===== src/rtl/keypad_input_pkg.sv =====
// Shared definitions for the keypad front end: input command codes,
// column priority encoder and counter sizing helper.
package keypad_input_pkg;

   // Command codes presented to the controller on in_cmd.
   localparam int IC_N = 5;
   localparam logic [IC_N-1:0] IC_NONE = 5'd0;
   localparam logic [IC_N-1:0] IC_NUM0 = 5'd1;
   localparam logic [IC_N-1:0] IC_NUM1 = 5'd2;
   localparam logic [IC_N-1:0] IC_NUM2 = 5'd3;
   localparam logic [IC_N-1:0] IC_NUM3 = 5'd4;
   localparam logic [IC_N-1:0] IC_NUM4 = 5'd5;
   localparam logic [IC_N-1:0] IC_NUM5 = 5'd6;
   localparam logic [IC_N-1:0] IC_NUM6 = 5'd7;
   localparam logic [IC_N-1:0] IC_NUM7 = 5'd8;
   localparam logic [IC_N-1:0] IC_NUM8 = 5'd9;
   localparam logic [IC_N-1:0] IC_NUM9 = 5'd10;
   localparam logic [IC_N-1:0] IC_EXDI = 5'd11;
   localparam logic [IC_N-1:0] IC_EXMU = 5'd12;
   localparam logic [IC_N-1:0] IC_EXSB = 5'd13;
   localparam logic [IC_N-1:0] IC_EXAD = 5'd14;
   localparam logic [IC_N-1:0] IC_EXOK = 5'd15;
   localparam logic [IC_N-1:0] IC_EXLP = 5'd16;
   localparam logic [IC_N-1:0] IC_EXRP = 5'd17;
   localparam logic [IC_N-1:0] IC_CLBK = 5'd18;
   localparam logic [IC_N-1:0] IC_CLCL = 5'd19;

   // Index of the lowest active-low column; callers only use it when one is low.
   function automatic logic [2:0] first_low(input logic [4:0] c);
      logic [2:0] idx;
      idx = 3'd0;
      for (int i = 4; i >= 0; i--)
         if (!c[i]) idx = 3'(i);
      return idx;
   endfunction

   function automatic int max4(input int a, input int b, input int c, input int d);
      int m;
      m = a;
      if (b > m) m = b;
      if (c > m) m = c;
      if (d > m) m = d;
      return m;
   endfunction

endpackage


===== src/rtl/keypad_input_map.sv =====
// Key matrix ROM: (row, column) of the latched key to its command code.
module keypad_input_map
   import keypad_input_pkg::*;
(
   input  logic [1:0]      row_i,
   input  logic [2:0]      col_i,
   output logic [IC_N-1:0] code_o
);

   // Spare key and column indices above 4 decode to no command.
   always_comb begin
      code_o = IC_NONE;
      case ({row_i, col_i})
         5'b00_000: code_o = IC_NUM7;
         5'b00_001: code_o = IC_NUM8;
         5'b00_010: code_o = IC_NUM9;
         5'b00_011: code_o = IC_EXDI;
         5'b00_100: code_o = IC_CLBK;
         5'b01_000: code_o = IC_NUM4;
         5'b01_001: code_o = IC_NUM5;
         5'b01_010: code_o = IC_NUM6;
         5'b01_011: code_o = IC_EXMU;
         5'b01_100: code_o = IC_CLCL;
         5'b10_000: code_o = IC_NUM1;
         5'b10_001: code_o = IC_NUM2;
         5'b10_010: code_o = IC_NUM3;
         5'b10_011: code_o = IC_EXSB;
         5'b10_100: code_o = IC_EXLP;
         5'b11_000: code_o = IC_NUM0;
         5'b11_010: code_o = IC_EXOK;
         5'b11_011: code_o = IC_EXAD;
         5'b11_100: code_o = IC_EXRP;
         default:   code_o = IC_NONE;
      endcase
   end

endmodule


===== src/rtl/keypad_input.sv =====
// Keypad scanner: rotates a one-cold row drive over a 4x5 matrix, debounces
// one key at a time and holds its command code until acknowledged.
// Optional auto-repeat of the CLBK key is built when KEYPAD_REPEAT_EN is defined.
module keypad_input
   import keypad_input_pkg::*;
#(
   parameter int SCAN_DIV     = 256,
   parameter int DEBOUNCE     = 4096,
   parameter int REPEAT_DELAY = 2000000,
   parameter int REPEAT_RATE  = 500000
)(
   input  logic            Clock,
   input  logic            Reset,
   output logic [3:0]      row_n,
   input  logic [4:0]      col_n,
   output logic [IC_N-1:0] in_cmd,
   input  logic            in_ack
);

   // All counters share one width sized from the largest timing parameter.
   localparam int CNT_W = $clog2(max4(SCAN_DIV, DEBOUNCE, REPEAT_DELAY, REPEAT_RATE) + 1);
   localparam logic [CNT_W-1:0] DIV_LAST = CNT_W'(SCAN_DIV - 1);
   localparam logic [CNT_W-1:0] DEB_LAST = CNT_W'(DEBOUNCE - 1);
   localparam logic [CNT_W-1:0] ONE      = CNT_W'(1);
`ifdef KEYPAD_REPEAT_EN
   localparam logic [CNT_W-1:0] DLY_LAST = CNT_W'(REPEAT_DELAY - 1);
   localparam logic [CNT_W-1:0] RATE_LAST = CNT_W'(REPEAT_RATE - 1);
`endif

   typedef enum logic [2:0] {
      ST_SCAN,
      ST_DEBOUNCE,
      ST_PRESENT,
      ST_RELEASE
`ifdef KEYPAD_REPEAT_EN
      , ST_HOLD
`endif
   } state_t;

   state_t          state_q, state_d;
   logic [1:0]      row_q, row_d;
   logic [2:0]      col_q, col_d;
   logic [CNT_W-1:0] div_q, div_d;
   logic [CNT_W-1:0] cnt_q, cnt_d;
   logic [IC_N-1:0] cmd_q, cmd_d;
   logic [4:0]      col_m_q, col_s_q;
`ifdef KEYPAD_REPEAT_EN
   logic [CNT_W-1:0] rep_q, rep_d;
   logic             first_q, first_d;
`endif

   logic [IC_N-1:0] map_code;
   logic [7:0]      col_ext;
   logic            key_low;

   keypad_input_map u_map (
      .row_i  (row_q),
      .col_i  (col_q),
      .code_o (map_code)
   );

   // Padding keeps the latched-column select in range for any 3-bit index.
   assign col_ext = {3'b111, col_s_q};
   assign key_low = ~col_ext[col_q];
   assign row_n   = ~(4'b0001 << row_q);
   assign in_cmd  = cmd_q;

   // Two-flop synchroniser for the asynchronous column inputs.
   always_ff @(posedge Clock or negedge Reset) begin
      if (!Reset) begin
         col_m_q <= '1;
         col_s_q <= '1;
      end else begin
         col_m_q <= col_n;
         col_s_q <= col_m_q;
      end
   end

   // State and datapath registers.
   always_ff @(posedge Clock or negedge Reset) begin
      if (!Reset) begin
         state_q <= ST_SCAN;
         row_q   <= 2'd0;
         col_q   <= 3'd0;
         div_q   <= '0;
         cnt_q   <= '0;
         cmd_q   <= IC_NONE;
`ifdef KEYPAD_REPEAT_EN
         rep_q   <= '0;
         first_q <= 1'b0;
`endif
      end else begin
         state_q <= state_d;
         row_q   <= row_d;
         col_q   <= col_d;
         div_q   <= div_d;
         cnt_q   <= cnt_d;
         cmd_q   <= cmd_d;
`ifdef KEYPAD_REPEAT_EN
         rep_q   <= rep_d;
         first_q <= first_d;
`endif
      end
   end

   // Scan / debounce / present / release sequencing.
   always_comb begin
      state_d = state_q;
      row_d   = row_q;
      col_d   = col_q;
      div_d   = div_q;
      cnt_d   = cnt_q;
      cmd_d   = cmd_q;
`ifdef KEYPAD_REPEAT_EN
      rep_d   = rep_q;
      first_d = first_q;
`endif
      unique case (state_q)
         ST_SCAN: begin
            if (div_q == DIV_LAST) begin
               div_d = '0;
               if (col_s_q != 5'h1f) begin
                  // Row stays frozen while the key is handled.
                  col_d   = first_low(col_s_q);
                  cnt_d   = '0;
                  state_d = ST_DEBOUNCE;
               end else begin
                  row_d = row_q + 2'd1;
               end
            end else begin
               div_d = div_q + ONE;
            end
         end
         ST_DEBOUNCE: begin
            if (key_low) begin
               if (cnt_q == DEB_LAST) begin
                  cnt_d = '0;
                  if (map_code == IC_NONE) begin
                     state_d = ST_RELEASE;
                  end else begin
                     cmd_d   = map_code;
                     state_d = ST_PRESENT;
`ifdef KEYPAD_REPEAT_EN
                     rep_d   = '0;
                     first_d = 1'b1;
`endif
                  end
               end else begin
                  cnt_d = cnt_q + ONE;
               end
            end else begin
               // Bounce: resume scanning from the following row.
               cnt_d   = '0;
               div_d   = '0;
               row_d   = row_q + 2'd1;
               state_d = ST_SCAN;
            end
         end
         ST_PRESENT: begin
`ifdef KEYPAD_REPEAT_EN
            if (rep_q != '1) rep_d = rep_q + ONE;
`endif
            if (in_ack) begin
               cmd_d   = IC_NONE;
               cnt_d   = '0;
               state_d = ST_RELEASE;
`ifdef KEYPAD_REPEAT_EN
               if (cmd_q == IC_CLBK) state_d = ST_HOLD;
               // After the first repeat the interval restarts at each ack.
               if (!first_q) rep_d = ONE;
`endif
            end
         end
         ST_RELEASE: begin
            if (!key_low) begin
               if (cnt_q == DEB_LAST) begin
                  cnt_d   = '0;
                  div_d   = '0;
                  row_d   = 2'd0;
                  state_d = ST_SCAN;
               end else begin
                  cnt_d = cnt_q + ONE;
               end
            end else begin
               cnt_d = '0;
            end
         end
`ifdef KEYPAD_REPEAT_EN
         ST_HOLD: begin
            if (!key_low) begin
               cnt_d   = '0;
               state_d = ST_RELEASE;
            end else if (rep_q >= (first_q ? DLY_LAST : RATE_LAST)) begin
               cmd_d   = IC_CLBK;
               first_d = 1'b0;
               state_d = ST_PRESENT;
            end else begin
               rep_d = rep_q + ONE;
            end
         end
`endif
         default: state_d = ST_SCAN;
      endcase
   end

endmodule


===== config.mk =====
export PLATFORM = sky130hd
export DESIGN_NAME = keypad_input
export DESIGN_NICKNAME = d
export VERILOG_FILES = /design/src/rtl/keypad_input_pkg.sv /design/src/rtl/keypad_input_map.sv /design/src/rtl/keypad_input.sv
export SDC_FILE = /design/constraint.sdc
export NUM_CORES = 1
export LEC_CHECK = 0
export CAP_MARGIN = 10
export CORE_AREA = 5 5 88 90
export DETAILED_ROUTE_END_ITERATION = 6
export DIE_AREA = 0 0 93 95
export MAX_ROUTING_LAYER = met4
export PLACE_DENSITY = 0.75
export SYNTH_ARGS = -nofsm -noshare
export SYNTH_HDL_FRONTEND = slang
export SYNTH_SLANG_ARGS = --single-unit

===== constraint.sdc =====
create_clock -name Clock -period 4.5 [get_ports Clock]
set_clock_uncertainty 0.15 [all_clocks]
set_input_delay 0.9 -clock Clock [delete_from_list [all_inputs] [get_ports Clock]]
set_output_delay 0.9 -clock Clock [all_outputs]
set_load 0.01 [all_outputs]

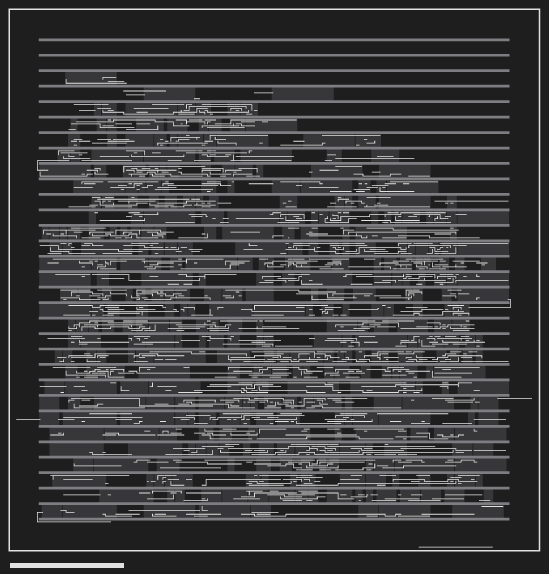
*The metal 1 layer, run 1*
Scale bar: 20 um. Supply wires on this layer in grey. Cells faint in the background.
share of all routed wire: 48%
longest straight run: 22.1 um

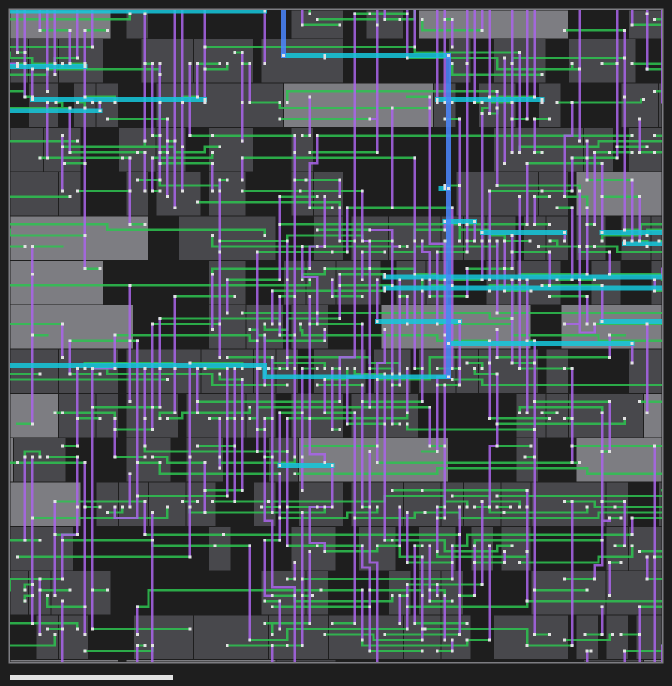
*A small window of the routed layout, run 1*
Scale bar: 10 um. Region (26, 8) to (66, 48) um. Cells in grey, sequential cells in the stronger grey; small squares are vias.
[cyan] met3
[green] met1
[blue] met4
[purple] met2
cells with their middle in the window: 142
sequential cells in the window: 11
netlist names of flops here include: `cnt_q` (3), `div_q` (3), `row_q` (2)
most frequent: nand2_1 (15)

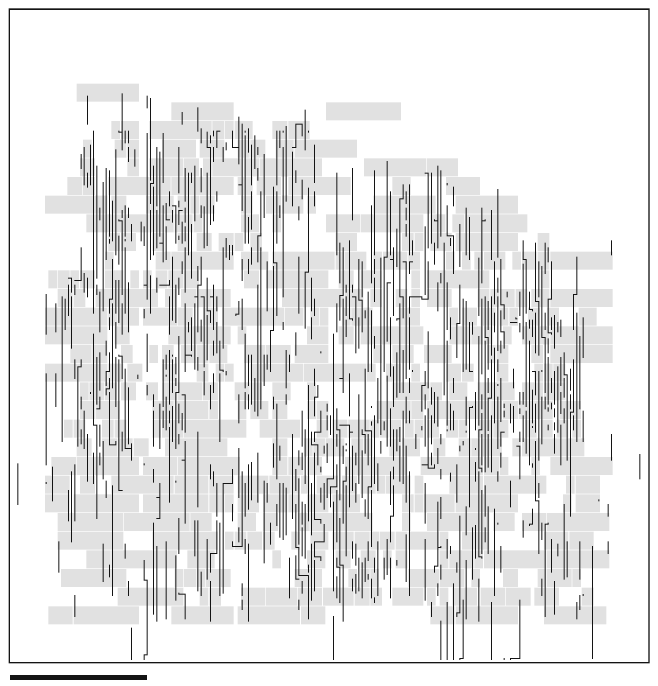
*Metal 2, run 1*
Scale bar: 20 um. Cells faint in the background.
longest straight run: 26.5 um
wire length on this layer: 3810 um
main direction: vertical
share of all routed wire: 46%
nets with wire on the layer: 358
WL final: 8260 um
GR Util met2: 0.310
vias: 3126

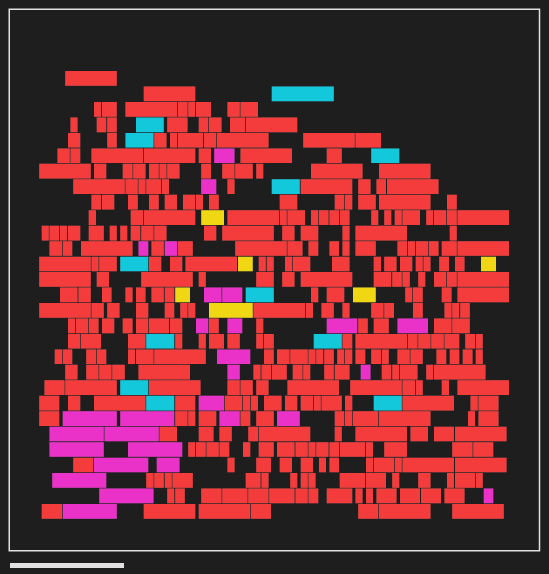
*Drive-strength map, run 1*
Scale bar: 20 um.
[magenta] drive 2 | cells: 28
[cyan] drive 6 and up | cells: 12
[red] drive 1 or less | cells: 373
[yellow] drive 3 to 4 | cells: 6

==> Slide: Implementation Results, run 1 <==
Run Summary

Status
  – Status: finished, final reports clean

Synthesis
  – Main logic family after synthesis: simple AND/OR/NAND/NOR gates
  – Most common reg cell: dfrtp_1
  – Asr flop ratio synth: 1.00
  – Synthesized area: 0.00364 mm^2
  – Syn Area/Cell: 9.06 um^2
  – Synth warn: 0

Critical path
  – Most common cell on crit path: inv_1
  – CP startpoint kind: flop
  – Crit path DAT: 1.96 ns
  – CP Launch Point: row_q[0]$_DFFE_PN0P_

Timing
  – Final period util: 0.669
  – Final Hold Viols: 0
  – Min Hold Slack: 0.204 ns

CTS
  – Clock transition at path regs: 0.07 ns
  – Hold Buf Count CTS: 0
  – Clk buf depth: 2
  – Post-CTS Setup Repair Bufs: 0

Hold path
  – Worst Hold Class: reg -> reg

Final layout
  – Filler Cells Inserted: 618
  – Share of post-route cells with drive strength above 1: 0.110
  – Logic cell area: 0.00188 mm^2

Power
  – Pwr Density: 397 mW/mm^2
  – Clock power share: 0.314
  – VDD IR max: 0.222 mV
  – Flop pwr share: 0.472

Placed design
  – Placer's final routability congestion estimate: 0.918
  – Pre-CTS setup slack: 1.71 ns

Global route
  – Vias in the first global route: 2939
  – Grt met3 use: 0.0486
  – Gr usage total: 0.209
  – Initial antenna violation count: 0

Flow run
  – Max-cap check violation count: 0

Floorplan
  – Rows: 31
[run 1: cell usage after synthesis (3+ instances only)]
master / n / area share
nand4_1: 11 / 0.019
nor2_1: 31 / 0.032
a22o_1: 3 / 0.0072
o21ai_0: 22 / 0.030
nor2b_1: 3 / 0.0052
or3_1: 3 / 0.0052
xnor2_1: 5 / 0.012
xor2_1: 6 / 0.014
o31ai_1: 4 / 0.0082
nor3b_1: 3 / 0.0062
nand2_1: 40 / 0.041
mux2i_1: 10 / 0.027
nand3_1: 33 / 0.045
dfrtp_1: 54 / 0.37
a31oi_1: 28 / 0.048
nand2b_1: 3 / 0.0052
ha_1: 8 / 0.027
dfstp_2: 10 / 0.072
inv_1: 21 / 0.022
and2_1: 4 / 0.0069
nor4_1: 6 / 0.010
clkbuf_1: 15 / 0.015
or2_2: 3 / 0.0052
a21oi_1: 11 / 0.015
nor3_1: 6 / 0.0082
o211ai_1: 4 / 0.0082
and3_1: 11 / 0.019
and4_1: 3 / 0.0072
[run 1: through the flow]
stage / instance area, um^2 / std cells / utilization
2_1_floorplan: 3640 / 402 / -
3_3_place_gp: 3850 / 485 / 0.552
3_5_place_dp: 3850 / 485 / 0.552
4_1_cts: 4050 / 501 / 0.581
5_1_grt: 4050 / 501 / 0.581
6_report: 4050 / 501 / 0.581
[run 1: per-layer routing]
metal,vias up,share of wire
li1,1503,-
met1,1523,0.48
met2,81,0.46
met3,19,0.047
met4,0,0.016
met5,-,0
[run 1: final cells by class]
cell class / count / share of cell area
multi-input cells: 299 / 0.464
well taps: 82 / 0.0253
clock inverters: 3 / 0.00988
flip-flops and latches: 64 / 0.398
repair buffers: 19 / 0.0438
inverters: 21 / 0.0194
clock buffers: 13 / 0.0392
[run 1: power by group through the flow]
stage	clock [W]	sequential [W]	combinational, W
2_1_floorplan	0	0.000721	0.000264
3_3_place_gp	0	0.000763	0.000335
3_5_place_dp	0	0.000764	0.000344
4_1_cts	0.000514	0.000757	0.000345
5_1_grt	0.000542	0.000771	0.000388
6_report	0.000506	0.000760	0.000345
[run 1: sequential cells by signal (all words and copies together), names as in the netlist]
name / cells
row_q: 2
div_q: 21
in_cmd: 5
col_s_q: 5
cnt_q: 21
state_q: 2
col_q: 3
col_m_q: 5
[run 1: critical path, delay by kind of cell (launching register included)]
family	cells	cell delay, ns
fa+ha+maj	1	0.25
buf+inv	3	0.77
flops	1	0.59
[run 1: cell families after synthesis]
| family | after synthesis |
|---|---|
| AND-OR/OR-AND | 93 |
| XOR/XNOR | 11 |
| adder cells (fa/ha/maj) | 8 |
| buffers and inverters | 39 |
| flip-flops | 64 |
| multiplexers | 13 |
| AND/OR/NAND/NOR | 174 |
==> run 2: changes to the inputs <==
PLACE_DENSITY = 0.78   (was 0.75)
clock period = 2.5 ns   (was 4.5 ns; I/O delays follow)
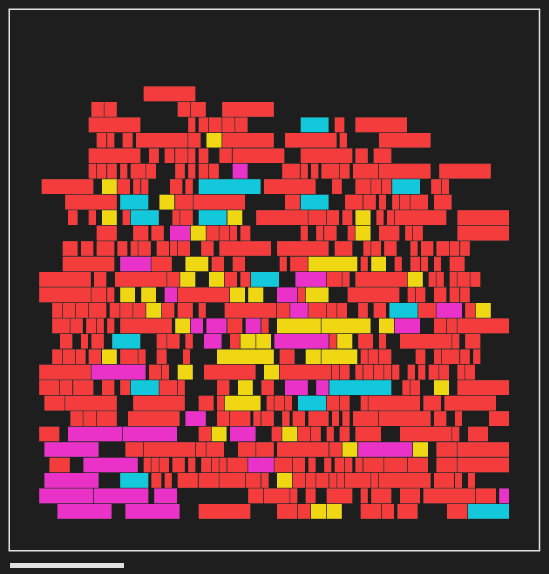
*Drive-strength map, run 2*
Scale bar: 20 um.
[red] drive 1 or less | cells: 362
[cyan] drive 6 and up | cells: 15
[magenta] drive 2 | cells: 32
[yellow] drive 3 to 4 | cells: 44
post-route cell area: 0.00444 mm^2
P&R area growth vs syn: 21.8%
Non-CTS buffers: 53
Final WS setup: 0.0588 ns

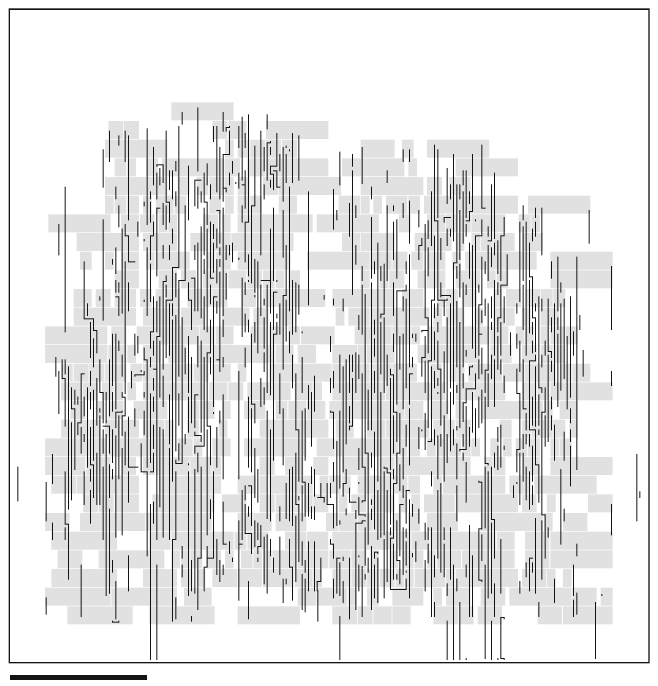
*Metal 2, run 2*
Scale bar: 20 um. Cells faint in the background.
WL final: 9220 um
GR Util met2: 0.365
vias: 3352

==> Slide: Implementation Results, run 2 <==
Run Summary

Synthesis
  – Syn Area/Cell: 9.06 um^2 (unchanged)
  – Top cells by area: dfrtp_1, dfstp_2, a31oi_1 (unchanged)
  – Nets at Floorplan: 418 (unchanged)
  – Main logic family after synthesis: simple AND/OR/NAND/NOR gates (unchanged)
  – Top cells by count: dfrtp_1, nand2_1, nand3_1, nor2_1, a31oi_1 (unchanged)
  – Area share, top type: 0.371 (unchanged)
  – Synthesized area: 0.00364 mm^2 (unchanged)
  – Most common reg cell: dfrtp_1 (unchanged)
  – Synth warn: 0 (unchanged)
  – Post-synth top area cell: dfrtp_1 (unchanged)
  – Asr flop ratio synth: 1.00 (unchanged)
  – Most numerous cell in the Yosys netlist: dfrtp_1 (unchanged)

Final layout
  – Top flop regs: cnt_q (21), div_q (21) (unchanged)
  – Non-Filler Instances: 535 (was 501)
  – Filler Cells Inserted: 574 (was 618)
  – Share of post-route cells with drive strength above 1: 0.201 (was 0.110)

Placed design
  – Dpl cells: 514 (was 485)
  – Buffers on Ports: 16 (unchanged)
  – Pre-CTS setup slack: 0.00693 ns (was 1.71 ns)

Route
  – Via-to-Cell Ratio: 6.27 (was 6.24)
  – Routed Antenna Nets: 0 (unchanged)

Timing
  – Final period util: 0.976
  – Final min period: 2.44 ns
  – Maximum clock frequency: 410 MHz
  – Min Hold Slack: -0.0171 ns (was 0.204 ns)
  – Final Hold Viols: 7 (was 0)

Global route
  – Gr usage total: 0.225 (was 0.209)
  – Initial antenna violation count: 0 (unchanged)
  – Vias in the first global route: 3235 (was 2939)
  – Largest net degree at the start of global routing: 65 (was 43)

Hold path
  – Worst Hold Class: in -> async (was reg -> reg)

Flow run
  – Max-cap check violation count: 0 (unchanged)

CTS
  – CTS tree: yes (unchanged)
  – Clock transition at path regs: 0.07 ns (about the same)
  – Clk buf depth: 2 (unchanged)

Status
  – Failing checks: negative hold slack
  – Status: finished with violations (was finished, final reports clean)

Power
  – Pwr Density: 719 mW/mm^2 (was 397 mW/mm^2)
  – VDD IR max: 0.573 mV (was 0.222 mV)

Critical path
  – Crit path DAT: 2.54 ns (was 1.96 ns)
  – CP startpoint kind: flop (unchanged)

Floorplan
  – Core ar.: 0.00698 mm^2 (unchanged)
  – Rows: 31 (unchanged)
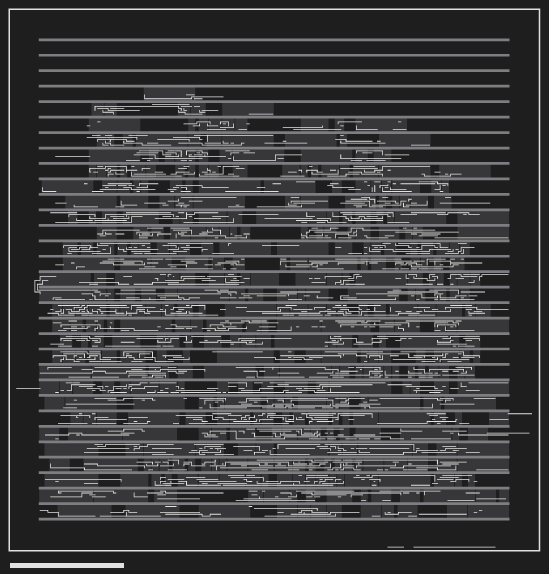
*The metal 1 layer, run 2*
Scale bar: 20 um. Supply wires on this layer in grey. Cells faint in the background.
nets with wire on the layer: 434
main direction: horizontal
share of all routed wire: 44%
longest straight run: 20.2 um
wire length on this layer: 4040 um
met1 usage: 0.278

[run 2: cell types whose count changed in the layout (fill, tap and decap cells not counted), moves of 2 or more]
cell,change
dfrtp_1,-2
dfrtp_2,+2
clkinv_2,-2
nor4_2,+2
buf_4,+33
nor4b_4,+2
nor4_1,-2
[run 2: where the power goes]
part | internal [W] | switching (W)
combinational | 0.000383 | 0.000403
sequential | 0.00118 | 0.000171
clock | 0.000645 | 0.000411
[run 2: final timing paths]
check | from | depth (start not counted) | to
worst max-delay path | col_q[0]$_DFFE_PN0P_ | 7 | in_cmd[3]$_DFFE_PN0P_
max in group asynchronous | Reset | 2 | col_s_q[1]$_DFF_PN1_
worst min-delay path | Reset | 2 | in_cmd[4]$_DFFE_PN0P_
worst max register to register | col_q[0]$_DFFE_PN0P_ | 7 | in_cmd[3]$_DFFE_PN0P_
worst min register to register | col_m_q[0]$_DFF_PN1_ | 0 | col_s_q[0]$_DFF_PN1_
min in group Clock | col_m_q[0]$_DFF_PN1_ | 0 | col_s_q[0]$_DFF_PN1_
[run 2: logic make-up after synthesis]
kind of cell,count (synthesis)
simple gates,174
compound gates,93
flops,64
buf+inv,39
mux,13
xor+xnor,11
fa+ha+maj,8
[run 2: timing repair]
item,CTS,global route
pin swaps,0,1
endpoints found under the setup margin,6,33
endpoints found under the hold margin,0,0
gates resized,4,13
hold buffers,0,0
setup buffers,0,5
[run 2: final cells by class]
cell class	count	area, um^2	share of cell area
multi-input combinational	299	1960	0.442
sequential	64	1620	0.364
timing repair buffer	53	445	0.100
clock buffer	14	173	0.0389
tap	82	103	0.0231
inverter	21	78.8	0.0178
clock inverter	2	60.1	0.0135
[run 2: per-layer routing]
| metal | GRT usage | share of wire |
|---|---|---|
| met3 | 0.0486 | 0.053 |
| met1 | 0.278 | 0.44 |
| met2 | 0.365 | 0.49 |
| met4 | 0.0842 | 0.020 |
| met5 | - | 0 |
[run 2: through the flow]
step                utilization  hold WS (ns)  instance area (um^2)  TNS, ns
global route              0.636        0.0368                  4440  -0.0411
finish                    0.636       -0.0171                  4440        0
CTS                       0.620        0.0204                  4330        0
detailed placement        0.585         0.197                  4090        0
floorplan                     -        0.0544                  3640        0
global placement          0.585         0.196                  4090        0
[run 2: worst max-delay path, delay by kind of cell (launching register included)]
kind	cells	cell delay, ns
fa+ha+maj	1	0.31
simple gates	2	0.62
compound gates	2	0.30
mux	1	0.32
flops	1	0.48
buf+inv	1	0.15
Power and IR drop assume default switching activity.
